Fig. 1: run 1, metal 1
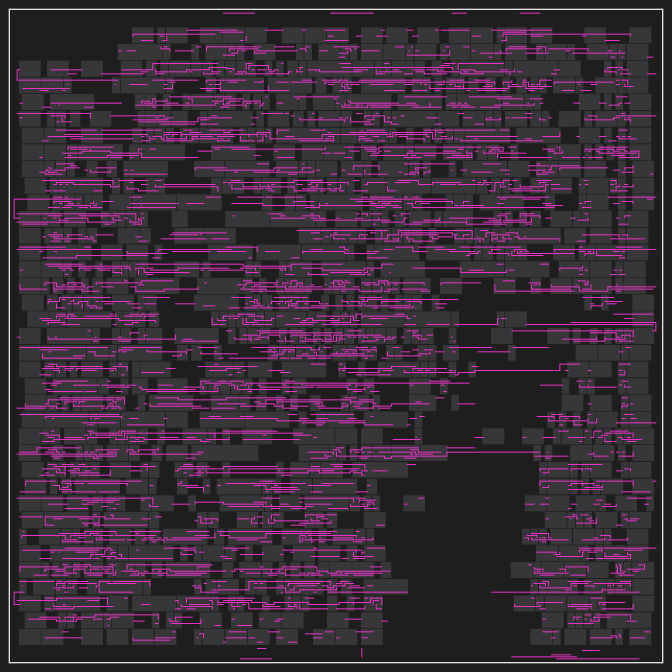
Fig. 2: run 1, M2 wires
The bar under the picture is 20 um long.
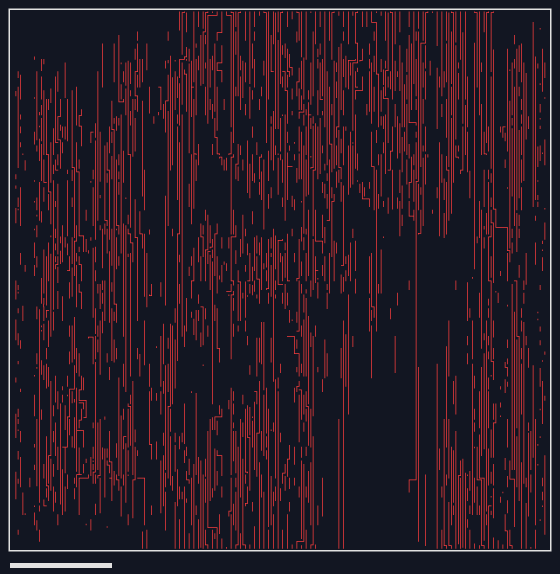
Fig. 3: run 1, met3 routing
The bar under the picture is 20 um long.
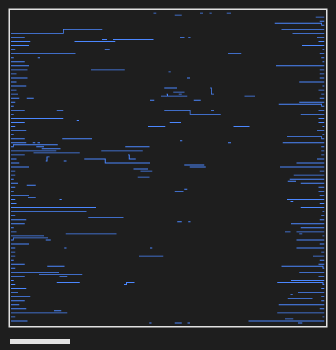
## src/rtl/memory_arbiter_if.sv

```systemverilog
// rtl/memory_arbiter_if.sv - requester, RAM and status signals of the memory arbiter
interface memory_arbiter_if;
  logic        iREN;
  logic [31:0] iaddr;
  logic [31:0] iload;
  logic        iwait;
  logic        dREN;
  logic        dWEN;
  logic [31:0] daddr;
  logic [31:0] dstore;
  logic [31:0] dload;
  logic        dwait;
  logic        ramREN;
  logic        ramWEN;
  logic [31:0] ramaddr;
  logic [31:0] ramstore;
  logic [31:0] ramload;
  logic [1:0]  ramstate;
  logic        err;
  logic        dgrant;

  modport slave (
    input  iREN, iaddr, dREN, dWEN, daddr, dstore, ramload, ramstate,
    output iload, iwait, dload, dwait, ramREN, ramWEN, ramaddr, ramstore, err, dgrant
  );

  modport master (
    output iREN, iaddr, dREN, dWEN, daddr, dstore, ramload, ramstate,
    input  iload, iwait, dload, dwait, ramREN, ramWEN, ramaddr, ramstore, err, dgrant
  );
endinterface

```

## src/rtl/memory_arbiter.sv

```systemverilog
// rtl/memory_arbiter.sv - single-port RAM arbiter between fetch and data paths
module memory_arbiter #(
  parameter int STARVE_MAX = 4,
  parameter int TIMEOUT    = 255,
  parameter int CNT_W      = 8
) (
  input  logic            CLK,
  input  logic            RST,
  memory_arbiter_if.slave bus
);
  localparam int         SW         = $clog2(STARVE_MAX + 1);
  localparam logic [1:0] RAM_ACCESS = 2'd2;
  localparam logic [1:0] RAM_ERROR  = 2'd3;

  typedef enum logic [1:0] {IDLE, DACC, IACC, ERR} state_t;

  state_t           state, state_n;
  logic [SW-1:0]    starve_cnt, starve_n;
  logic [CNT_W-1:0] tmo_cnt, tmo_n;
  logic [31:0]      lat_addr, addr_n;
  logic [31:0]      lat_data, data_n;
  logic             lat_write, write_n;

  logic in_acc, access, dreq, grant_d;

  assign in_acc  = (state == DACC) || (state == IACC);
  assign access  = (bus.ramstate == RAM_ACCESS);
  assign dreq    = bus.dREN | bus.dWEN;
  // Data wins unless fetch has already been passed over STARVE_MAX times in a row.
  assign grant_d = dreq && ((starve_cnt < SW'(STARVE_MAX)) || !bus.iREN);

  always_ff @(posedge CLK) begin
    if (RST) begin
      state      <= IDLE;
      starve_cnt <= '0;
      tmo_cnt    <= '0;
      lat_addr   <= '0;
      lat_data   <= '0;
      lat_write  <= 1'b0;
    end else begin
      state      <= state_n;
      starve_cnt <= starve_n;
      tmo_cnt    <= tmo_n;
      lat_addr   <= addr_n;
      lat_data   <= data_n;
      lat_write  <= write_n;
    end
  end

  always_comb begin
    state_n  = state;
    starve_n = starve_cnt;
    tmo_n    = tmo_cnt;
    addr_n   = lat_addr;
    data_n   = lat_data;
    write_n  = lat_write;
    unique case (state)
      IDLE: begin
        if (grant_d) begin
          state_n = DACC;
          addr_n  = bus.daddr;
          data_n  = bus.dstore;
          write_n = bus.dWEN;
          tmo_n   = '0;
          if (bus.iREN)
            starve_n = (starve_cnt == SW'(STARVE_MAX)) ? starve_cnt : starve_cnt + 1'b1;
          else
            starve_n = '0;
        end else if (bus.iREN) begin
          state_n  = IACC;
          addr_n   = bus.iaddr;
          data_n   = '0;
          write_n  = 1'b0;
          tmo_n    = '0;
          starve_n = '0;
        end
      end
      DACC, IACC: begin
        // Completion takes priority over a timeout landing in the same cycle.
        if (access) begin
          state_n = IDLE;
          tmo_n   = '0;
        end else if ((bus.ramstate == RAM_ERROR) || (tmo_cnt == CNT_W'(TIMEOUT))) begin
          state_n = ERR;
        end else begin
          tmo_n = tmo_cnt + 1'b1;
        end
      end
      default: begin
      end
    endcase
  end

  assign bus.ramREN   = (state == IACC) || ((state == DACC) && !lat_write);
  assign bus.ramWEN   = (state == DACC) && lat_write;
  assign bus.ramaddr  = in_acc ? lat_addr : '0;
  assign bus.ramstore = (state == DACC) ? lat_data : '0;
  assign bus.dgrant   = (state == DACC);
  assign bus.err      = (state == ERR);
  assign bus.iload    = ((state == IACC) && access) ? bus.ramload : '0;
  assign bus.dload    = ((state == DACC) && access) ? bus.ramload : '0;
  assign bus.iwait    = bus.iREN & !((state == IACC) && access);
  assign bus.dwait    = dreq & !((state == DACC) && access);
endmodule

```

## src/flat_wrapper.sv

```systemverilog
// flat-port wrapper written by rule: the top's interface ports become plain ports
module memory_arbiter_flat 
#(
  parameter int STARVE_MAX = 4,
  parameter int TIMEOUT    = 255,
  parameter int CNT_W      = 8
)
  (CLK, RST, bus_iREN, bus_iaddr, bus_dREN, bus_dWEN, bus_daddr, bus_dstore, bus_ramload, bus_ramstate, bus_iload, bus_iwait, bus_dload, bus_dwait, bus_ramREN, bus_ramWEN, bus_ramaddr, bus_ramstore, bus_err, bus_dgrant);
  memory_arbiter_if bus_i ();
  input  logic CLK;
  input  logic RST;
  input wire logic [$bits(bus_i.iREN)-1:0] bus_iREN;
  input wire logic [$bits(bus_i.iaddr)-1:0] bus_iaddr;
  input wire logic [$bits(bus_i.dREN)-1:0] bus_dREN;
  input wire logic [$bits(bus_i.dWEN)-1:0] bus_dWEN;
  input wire logic [$bits(bus_i.daddr)-1:0] bus_daddr;
  input wire logic [$bits(bus_i.dstore)-1:0] bus_dstore;
  input wire logic [$bits(bus_i.ramload)-1:0] bus_ramload;
  input wire logic [$bits(bus_i.ramstate)-1:0] bus_ramstate;
  output wire logic [$bits(bus_i.iload)-1:0] bus_iload;
  output wire logic [$bits(bus_i.iwait)-1:0] bus_iwait;
  output wire logic [$bits(bus_i.dload)-1:0] bus_dload;
  output wire logic [$bits(bus_i.dwait)-1:0] bus_dwait;
  output wire logic [$bits(bus_i.ramREN)-1:0] bus_ramREN;
  output wire logic [$bits(bus_i.ramWEN)-1:0] bus_ramWEN;
  output wire logic [$bits(bus_i.ramaddr)-1:0] bus_ramaddr;
  output wire logic [$bits(bus_i.ramstore)-1:0] bus_ramstore;
  output wire logic [$bits(bus_i.err)-1:0] bus_err;
  output wire logic [$bits(bus_i.dgrant)-1:0] bus_dgrant;
  assign bus_i.iREN = bus_iREN;
  assign bus_i.iaddr = bus_iaddr;
  assign bus_i.dREN = bus_dREN;
  assign bus_i.dWEN = bus_dWEN;
  assign bus_i.daddr = bus_daddr;
  assign bus_i.dstore = bus_dstore;
  assign bus_i.ramload = bus_ramload;
  assign bus_i.ramstate = bus_ramstate;
  assign bus_iload = bus_i.iload;
  assign bus_iwait = bus_i.iwait;
  assign bus_dload = bus_i.dload;
  assign bus_dwait = bus_i.dwait;
  assign bus_ramREN = bus_i.ramREN;
  assign bus_ramWEN = bus_i.ramWEN;
  assign bus_ramaddr = bus_i.ramaddr;
  assign bus_ramstore = bus_i.ramstore;
  assign bus_err = bus_i.err;
  assign bus_dgrant = bus_i.dgrant;
  memory_arbiter #(.STARVE_MAX(STARVE_MAX), .TIMEOUT(TIMEOUT), .CNT_W(CNT_W)) u_core (.CLK(CLK), .RST(RST), .bus(bus_i));
endmodule
```

## config.mk

```make
export PLATFORM = sky130hd
export DESIGN_NAME = memory_arbiter_flat
export DESIGN_NICKNAME = d
export VERILOG_FILES = /design/src/rtl/memory_arbiter_if.sv /design/src/rtl/memory_arbiter.sv /design/src/flat_wrapper.sv
export SDC_FILE = /design/constraint.sdc
export NUM_CORES = 1
export LEC_CHECK = 0
export ABC_AREA = 1
export CAP_MARGIN = 20
export CORE_MARGIN = 1
export CORE_UTILIZATION = 40
export CTS_CLUSTER_DIAMETER = 50
export DETAILED_ROUTE_END_ITERATION = 7
export GPL_ROUTABILITY_DRIVEN = 0
export GPL_TIMING_DRIVEN = 0
export MAX_ROUTING_LAYER = met4
export PLACE_DENSITY = 0.95
export SLEW_MARGIN = 40
export SYNTH_ARGS = -nofsm -noshare
export SYNTH_HDL_FRONTEND = slang
export SYNTH_SLANG_ARGS = --single-unit
```

## constraint.sdc

```tcl
create_clock -name CLK -period 3.93 [get_ports CLK]
set_input_delay 0.5895 -clock CLK [delete_from_list [all_inputs] [get_ports CLK]]
set_output_delay 0.5895 -clock CLK [all_outputs]
set_load 0.005 [all_outputs]
```

==> git commit body, run 1 <==
Update PnR metrics after Yosys + OpenROAD run

* Most frequent cells after synthesis: sky130_fd_sc_hd__nand2_1, sky130_fd_sc_hd__inv_1, sky130_fd_sc_hd__a21oi_1
- Final number of setup-violating endpoints: 0
* Leading cell types by total area after synthesis: sky130_fd_sc_hd__dfxtp_1, sky130_fd_sc_hd__nand2_1, sky130_fd_sc_hd__a21oi_1
- Post-place setup slack: 0.520 ns
- Initial DRC Count: 348
- DIE WIDTH: 106 um
- Status: complete, no violations
- The transition time recorded at the tightest slew-check pin is 0.489 ns.
- Number of logged tool warnings: 31
* Startpoint of the lowest-slack hold path: u_core.lat_data[14]
* Core Footprint: 0.0104 mm2
- Detailed Place HPWL: 12.4 mm
- Per the OpenROAD floorplan log, the height of the die is 106 um.
- On the critical path the largest part of the delay comes from buffers and inverters.
- For this design the top-level I/O count stands at 269.
- Global-route wire length before repair: 24.5 mm
* Layout cells sized above 1: 0.0454
- Antenna cell count: 0
- Routed wire length per instance: 13.9 um
* Achievable clock frequency: 290 MHz
- Crit path largest cell delay: 0.58 ns
* Vias per cell: 4.88
* Post-Syn Instances: 709
- Post-synth the commonest register cell is sky130_fd_sc_hd__dfxtp_1.
* Via count of the first global-routing pass: 5270
- For this configuration, the core starts out at a cell density of 0.416.
- CTS Buf Count: 9
- The launch point of the worst register-to-register path is recorded as u_core.state[1].
* Max-capacitance violation count: 0
- Power per cell area: 480 mW/mm2
- Looking at the gate-level netlist, the highest instance count belongs to sky130_fd_sc_hd__nand2_1.
- H-tree levels: 3
- Startpoint of the most critical setup path: bus_ramstate[1]
* Post-synthesis to final-layout area growth: 70.4%
* TritonCTS Sinks: 78
- TritonCTS built the clock tree.
- Final std cells w/o fill: 1128
- The final timing report lists a hold violation count of 0.
- STA classifies the critical path endpoint as a primary output.
- Final max-slew violation count: 0
- Insertion delay to the later sink of the worst-skew pair: 0.35 ns
- In the global route stage, overall resource usage came out at 0.281.
- Chip area estimate from yosys synthesis: 0.00434 mm2
- Number of distinct library cells after synthesis: 21
* GRT Residual Overflow: 0
- The synthesized design contains 0 enable-type register cells.
* Yosys warning count: 0
* Count of input and output buffers: 267
- Fin crit share: 0.879
* Length of the first detailed-routing pass in iterations: 5
- Biggest fanout along the worst timing path: 10
- Area of the die: 0.0113 mm2
- Worst path buffer plus inverter count: 4
- Per the detail_route report, DRC violations left total 0.
* Flip-flop and latch count after synthesis: 78
* CP cell instances: clkdlybuf4s50_1 > inv_1 > nor2_1 > nand2_1 > clkbuf_1 > nor2_1 > clkdlybuf4s50_1
- Total of cells resized after clock tree synthesis: 0
- Per the CTS log, the root buffer master is sky130_fd_sc_hd__clkbuf_8.
- Per the synth stats, the proportion of register bits with asynchronous set or reset is 0.
- Summed over all cells, the static leakage comes to 3.52 nW.
- The critical path's slowest stage uses the library cell sky130_fd_sc_hd__clkdlybuf4s50_1.
- Setup skew after layout: 0.0116 ns
* Number of buffers between clock root and the deepest sink: 2
- Unrepaired setup endpoints after global routing: false
* Clock period minus worst slack: 3.45 ns
- After clock tree synthesis, the setup repair step added 0 buffers.
* Nets: 1129
- Normalized max-slew margin: 0.674
- Routed Antenna Nets: 0
* Number of core rows: 37
- The worst setup path is of the in -> out kind.
* Yosys cell count: 709
- Setup total negative slack on the finished layout was measured at 0 ns.
- The worst-case IR drop observed on VDD is 387 uV.
- A synthesized cell averages 6.11 um2.
- Worst Path Arrival: 2.86 ns
- The synthesized netlist occupies a cell area of 0.00434 mm2.
* Largest net degree at the start of global routing: 15
- Of the synthesized area, sequential elements account for 0.360.
- In this run, post-CTS hold repair placed 0 buffers.
- STA puts the critical path data required time at 3.34 ns.
- Post-route worst setup slack: 0.476 ns
## Picture notes: Fig. 1
nets with wire on the layer	989
main direction	horizontal
wire length on this layer	5930 um
share of all routed wire	38%
longest straight run	36.3 um
final wirelength: 15.7 mm
met1 Resource Use GR: 0.285
routed via count: 5507

## Picture notes: Fig. 2
wire length on this layer	7950 um
longest straight run	58.6 um
main direction	vertical
share of all routed wire	51%
GR Layer Usage met2: 0.517

## Picture notes: Fig. 3
share of all routed wire	7.2%
main direction	horizontal
nets with wire on the layer	200
longest straight run	28.3 um
wire length on this layer	1130 um
met3 Track Usage GR: 0.0576

==> run 1: cell usage in the layout (no fill, tap or decap), types with 7 or more instances in the layout <==
cell type and n:
sky130_fd_sc_hd__a21oi_1 104, sky130_fd_sc_hd__buf_2 10, sky130_fd_sc_hd__clkbuf_1 29, sky130_fd_sc_hd__clkbuf_8 10
sky130_fd_sc_hd__clkdlybuf4s50_1 267, sky130_fd_sc_hd__dfxtp_1 78, sky130_fd_sc_hd__ha_1 7, sky130_fd_sc_hd__inv_1 122
sky130_fd_sc_hd__nand2_1 168, sky130_fd_sc_hd__nand3_1 48, sky130_fd_sc_hd__nor2_1 81, sky130_fd_sc_hd__o21ai_0 40
==> run 1: power by group <==
| part | internal [mW] | total, mW | switching, mW |
|---|---|---|---|
| Sequential | 1.03 | 1.16 | 0.126 |
| Combinational | 0.797 | 1.75 | 0.956 |
| Clock | 0.315 | 0.634 | 0.319 |
| Total | 2.14 | 3.55 | 1.40 |
==> run 1: per-stage QoR <==
stage	utilization	cell area (um2)	total power, mW	hold slack, ns
final	0.709	7390	3.55	0.469
after global routing	0.709	7390	3.81	0.487
after floorplan	-	4340	2.11	0.444
after global placement	0.689	7180	2.86	0.450
after CTS	0.709	7390	3.54	0.468
after detailed placement	0.689	7180	2.91	0.454
==> run 1: path summary, 6_finish.rpt <==
path | endpoint | slack, ns | depth (start not counted)
setup / recovery | bus_iload[17] | 0.48 | 7
hold reg to reg | u_core.lat_data[14] | 0.47 | 2
setup reg to reg | u_core.tmo_cnt[7] | 2.10 | 9
hold / removal | u_core.lat_data[14] | 0.47 | 2
==> run 1: sequential cells by signal, indices dropped and copies added (netlist names) <==
name	count
u_core.lat_data	32
u_core.tmo_cnt	8
u_core.lat_write	1
u_core.state	2
u_core.lat_addr	32
u_core.starve_cnt	3
==> run 1: cells by family (layout without fill, tap and decap cells) <==
family / count (synthesis) / count (layout) / synth area share
adders and majority gates: 7 / 7 / 0.0202
and+or+nand+nor: 304 / 304 / 0.282
AOI/OAI and AO/OA: 147 / 147 / 0.174
DFF: 78 / 78 / 0.360
buffers and inverters: 173 / 456 / 0.163
==> run 1: layer usage <==
metal | global-route usage | wire length, um
met1 | 0.285 | 5930
met4 | 0.125 | 668
met2 | 0.517 | 7950
met5 | - | 0
met3 | 0.0576 | 1130
==> run 1: worst register-to-register path: stages (launching register included) <==
cell and delay (ns):
sky130_fd_sc_hd__dfxtp_1 0.37, sky130_fd_sc_hd__inv_1 0.10, sky130_fd_sc_hd__ha_1 0.27, sky130_fd_sc_hd__buf_2 0.20, sky130_fd_sc_hd__inv_1 0.11, sky130_fd_sc_hd__nor2_4 0.20, sky130_fd_sc_hd__nand2_2 0.17, sky130_fd_sc_hd__nand2_1 0.17
sky130_fd_sc_hd__nand2_1 0.06, sky130_fd_sc_hd__a21oi_1 0.12
==> run 1: cell type report <==
type | count | area [um2]
timing repair buffer | 267 | 2670
buffer | 47 | 234
inverter | 126 | 473
tap | 136 | 170
sequential | 78 | 1560
multi-input combinational | 458 | 2070
clock inverter | 6 | 70.1
clock buffer | 10 | 138
fill | 848 | 3030
--- run 2 (diff from run 1) ---
==> constraint.sdc (replaced) <==
create_clock -name CLK -period 3.93 [get_ports CLK]
set_input_delay 0.5895 -clock CLK [delete_from_list [all_inputs] [get_ports CLK]]
set_output_delay 0.5895 -clock CLK [all_outputs]
set_load 0.01 [all_outputs]
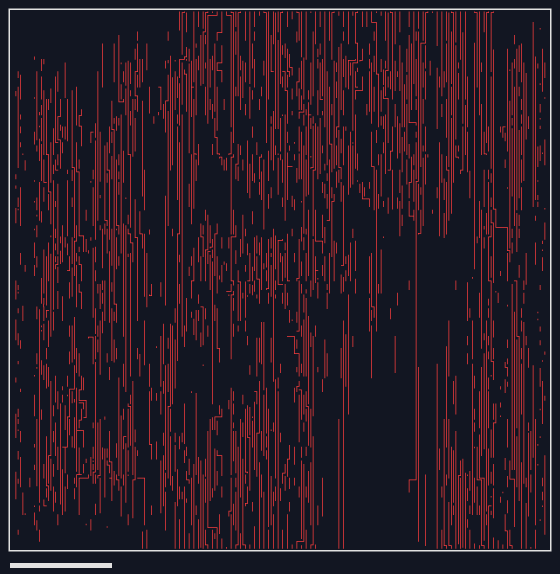
Fig. 4. M2 wires (run 2).
The bar under the picture is 20 um long.
share of all routed wire	51%
main direction	vertical
wire length on this layer	7950 um

==> run 2 against run 1 <==
Against the previous run:
- sequential cell count stayed put
- utilization did not move
- power up 2.0%
- non-clock buffer count stayed put
- setup slack lost 0.036 ns
- register-to-register slack about the same
- synthesized area stayed put
- sequential power is essentially flat
- critical path type unchanged
- critical endpoint unchanged
==> git commit body, run 2 <==
Update PnR metrics after Yosys + OpenROAD run

* Clk network pwr share: 0.175 (was 0.179)
- The layout overhead on the synthesized area was 70.4% (unchanged).
* TritonCTS Sinks: 78 (unchanged)
- The main flop type is sky130_fd_sc_hd__dfxtp_1 (unchanged).
- Adder Area Share: 0.0202 (unchanged)
* Starting Density: 0.416 (unchanged)
* Post-CTS Setup Repair Bufs: 0 (unchanged)
- CP cell instances: clkdlybuf4s50_1 > inv_1 > nor2_1 > nand2_1 > clkbuf_1 > nor2_1 > clkdlybuf4s50_1 (unchanged).
* Length of the first detailed-routing pass in iterations: 5 (unchanged)
* Antenna cell count: 0 (unchanged)
- The post-layout total power was 3.62 mW (was 3.55 mW).
- Cell depth of the worst setup path: 7 (unchanged)
- Number of buffers between clock root and the deepest sink: 2 (unchanged)
- The beginning of the critical path was bus_ramstate[1] (unchanged).
* Area share of the largest cell type after synthesis: 0.360 (unchanged)
* Setup slack, reg-to-reg: 2.10 ns (about the same)
- Top flop regs: u_core.lat_addr: 32 flops, u_core.lat_data: 32 flops, u_core.tmo_cnt: 8 flops (unchanged).
- Crit path largest cell delay: 0.61 ns (was 0.58 ns)
* Achievable clock frequency: 287 MHz (was 290 MHz)
* Flip-flops with a built-in enable: 0 (unchanged)
* Mean post-synth cell area: 6.11 um2 (unchanged)
- DIE WIDTH: 106 um (unchanged)
- The remaining global-route overflow is 0 (unchanged).
- The post-layout minimum cycle time is 3.49 ns (was 3.45 ns).
- The net switching power came to 1.47 mW (was 1.40 mW).
- The clock network latency to the later pin of the worst-skew pair is 0.35 ns (about the same).
- The number of slew-limit violations in the final report came to 0 (unchanged).
- Clock input transition at the sequential cells of the worst setup and hold paths: 0.09 ns (about the same)
- The worst setup path endpoint is bus_iload[17] (unchanged).
- Leakage component of the power: 3.52 nW (unchanged)
- The register area share after synthesis was 0.360 (unchanged).
- The final net count was 1129 (unchanged).
- The headroom to the max-slew limit came to 0.674 (unchanged).
- Number of remaining DRC errors: 0 (unchanged)
* Type of the most critical hold path: reg -> reg (unchanged)
* Summed negative setup slack over all endpoints: 0 ns (unchanged)
- Post-Syn Instances: 709 (unchanged)
- The core box area came to 0.0104 mm2 (unchanged).
- The beginning of the worst register-to-register path is u_core.state[1] (unchanged).
- The cell area after placement is 0.00718 mm2 (unchanged).
- Final wirelength: 15.7 mm (unchanged)
* Yosys warning count: 0 (unchanged)
- Leading cell types by total area after synthesis: sky130_fd_sc_hd__dfxtp_1, sky130_fd_sc_hd__nand2_1, sky130_fd_sc_hd__a21oi_1 (unchanged).
- Chip area estimate from yosys synthesis: 0.00434 mm2 (unchanged)
- Worst Path Arrival: 2.90 ns (was 2.86 ns)
* Number of hold-repair buffers added at the cts stage: 0 (unchanged)
- The portion of total power attributed to combinational logic was 0.505 (was 0.495).
- The largest family of logic cells by area was simple AND/OR/NAND/NOR gates (unchanged).
- Share of synthesized registers carrying an async set or reset: 0 (unchanged)
- The count of instantiated cells in the yosys netlist came to 709 (unchanged).
* Total of cells resized after clock tree synthesis: 0 (unchanged)
* Power per cell area: 490 mW/mm2 (was 480 mW/mm2)
* Max-capacitance violation count: 0 (unchanged)
* Aggregate global-route resource usage: 0.281 (unchanged)
- The I/O pin count is 269 (unchanged).
* Clock tree from TritonCTS: yes (unchanged)
- Number of core rows: 37 (unchanged)
* Setup skew after layout: 0.0116 ns (unchanged)
- The number of setup violations in the final report was 0 (unchanged).
- The initial antenna violation count came to 0 (unchanged).
- Height of the die: 106 um (unchanged)
- Core utilization of the finished layout: 0.709 (unchanged)
- Transition time at the pin with the least slew margin: 0.489 ns (unchanged)
* CTS Buf Count: 9 (unchanged)
* Number of logged tool warnings: 31 (unchanged)
- The AND-OR/OR-AND share of the synthesized area is 0.174 (unchanged).
- Max VDD drop: 393 uV (was 387 uV)
* Layout cells sized above 1: 0.0454 (unchanged)
- Status: complete, no violations (unchanged).
* Vias per cell: 4.88 (unchanged)
- Yosys top cell by instances: sky130_fd_sc_hd__nand2_1 (unchanged)
- The number of cells traversed by the worst register-to-register path is 9 (unchanged).
- Critical path required time: 3.34 ns (about the same)
* Number of distinct library cells after synthesis: 21 (unchanged)
* Net Sw Frac: 0.406 (was 0.395)
- The post-synthesis cell area came to 0.00434 mm2 (unchanged).
- Area of the die: 0.0113 mm2 (unchanged)
- The mux contribution to synthesized area came to 0 (unchanged).
- Category of the most critical setup path: in -> out (unchanged)
- The total number of vias is 5507 (unchanged).
* Initial DRC Count: 348 (unchanged)
* Category of the worst setup path launch point: primary input (unchanged)
- The detailed placer's ending HPWL was 12.4 mm (unchanged).
- The endpoint of the lowest-slack register-to-register path is u_core.tmo_cnt[7] (unchanged).
- Via count of the first global-routing pass: 5270 (unchanged)
- The net count of the mapped netlist is 851 (unchanged).
- The cell-internal power was 2.15 mW (was 2.14 mW).
- The cell type of the slowest stage on the worst timing path was sky130_fd_sc_hd__clkdlybuf4s50_1 (unchanged).
* Largest net degree at the start of global routing: 15 (unchanged)
* Area share of and/or/nand/nor cells after synthesis: 0.282 (unchanged)
* H-tree levels: 3 (unchanged)
- The average routed wire per standard cell is 13.9 um (unchanged).
* Biggest fanout along the worst timing path: 10 (unchanged)
- Sequential share of power: 0.320 (was 0.327)
- Number of hold violations in the final report: 0 (unchanged)
- Top logic cells by instance count in the layout: sky130_fd_sc_hd__clkdlybuf4s50_1, sky130_fd_sc_hd__nand2_1, sky130_fd_sc_hd__inv_1 (unchanged).
* Commonest Layout Cell: sky130_fd_sc_hd__clkdlybuf4s50_1 (unchanged)
* Largest delay share family, worst path: buffers and inverters (unchanged)
* Cell area after layout: 0.00739 mm2 (unchanged)
- Flip-flop and latch count after synthesis: 78 (unchanged)
* Most frequent cells after synthesis: sky130_fd_sc_hd__nand2_1, sky130_fd_sc_hd__inv_1, sky130_fd_sc_hd__a21oi_1 (unchanged)
* Global-route wire length before repair: 24.5 mm (unchanged)
- XOR/XNOR Area Share: 0 (unchanged)
* CP Capture Type: primary output (unchanged)
- Buffer cell driving the clock tree root: sky130_fd_sc_hd__clkbuf_8 (unchanged)
- Unrepaired setup endpoints after global routing: false (unchanged).
- The port buffer count was 267 (unchanged).
- Fin crit share: 0.888 (was 0.879)
- Routed Antenna Nets: 0 (unchanged)
- The sum of buffers and inverters on the critical path came to 4 (unchanged).
* Cell type with the largest total area: sky130_fd_sc_hd__dfxtp_1 (unchanged)
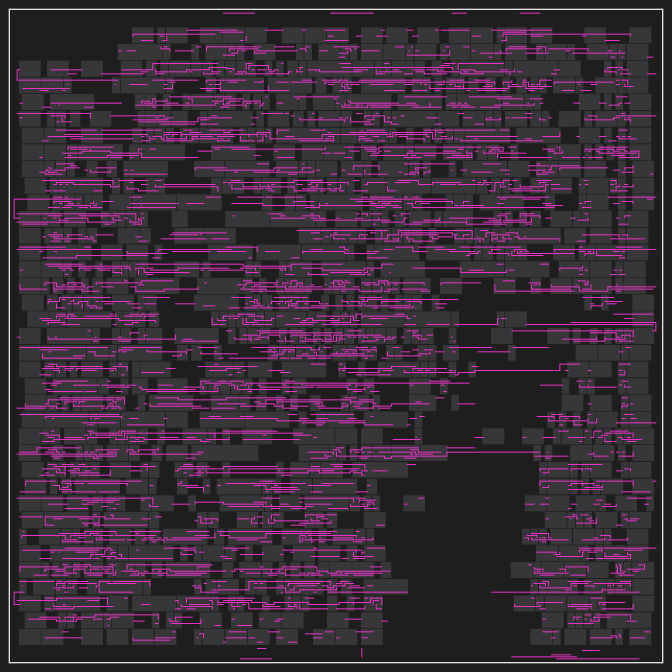
Fig. 5. Metal 1 (run 2).
longest straight run	36.3 um
nets with wire on the layer	989
main direction	horizontal

run 2: cell counts in the layout (fill, tap and decap cells not counted):
No cell type changed its count.
run 2: layout make-up:
cell class                 count  area [um2]
timing repair buffer         267        2670
fill                         848        3030
sequential                    78        1560
clock buffer                  10         138
clock inverter                 6        70.1
inverter                     126         473
buffer                        47         234
tap                          136         170
multi-input combinational    458        2070
run 2: through the flow:
| step | setup slack (ns) | cells | hold slack (ns) |
|---|---|---|---|
| after floorplan | 1.95 | 709 | 0.444 |
| after global placement | 0.507 | 1112 | 0.450 |
| after detailed placement | 0.485 | 1112 | 0.454 |
| after CTS | 0.482 | 1128 | 0.468 |
| after global routing | 0.304 | 1128 | 0.487 |
| final | 0.441 | 1128 | 0.469 |
run 2: power groups by stage:
stage               sequential (mW)  combinational [mW]  clock (mW)
global placement               1.16                1.77           0
global route                   1.19                2.01       0.682
CTS                            1.15                1.82       0.637
floorplan                      1.14                1.04           0
detailed placement             1.17                1.81           0
finish                         1.16                1.82       0.634
run 2: layer usage:
layer	up-vias	track usage	part of all wire
met1	2460	0.285	0.38
met4	0	0.125	0.043
met5	-	-	0
met2	271	0.517	0.51
li1	2724	-	-
met3	52	0.0576	0.072
run 2: worst min path at each step:
stage	startpoint	end	slack [ns]	depth (start not counted)
after floorplan	u_core.lat_data[20]	u_core.lat_data[20]	0.44	2
after global placement	u_core.lat_data[11]	u_core.lat_data[11]	0.45	2
after detailed placement	u_core.lat_data[17]	u_core.lat_data[17]	0.45	2
after CTS	u_core.lat_data[17]	u_core.lat_data[17]	0.47	2
after global routing	u_core.lat_data[0]	u_core.lat_data[0]	0.49	2
final	u_core.lat_data[14]	u_core.lat_data[14]	0.47	2
run 2: logic make-up (layout without fill, tap and decap cells):
family	Yosys count	in the layout
flops	78	78
fa+ha+maj	7	7
buf+inv	173	456
simple gates	304	304
compound gates	147	147
run 2: worst reg2reg max path: stages, from the launching register on:
cell                      delay, ns
sky130_fd_sc_hd__dfxtp_1       0.37
sky130_fd_sc_hd__inv_1         0.10
sky130_fd_sc_hd__ha_1          0.27
sky130_fd_sc_hd__buf_2         0.20
sky130_fd_sc_hd__inv_1         0.11
sky130_fd_sc_hd__nor2_4        0.20
sky130_fd_sc_hd__nand2_2       0.17
sky130_fd_sc_hd__nand2_1       0.17
sky130_fd_sc_hd__nand2_1       0.06
sky130_fd_sc_hd__a21oi_1       0.12
Power and IR drop assume default switching activity.
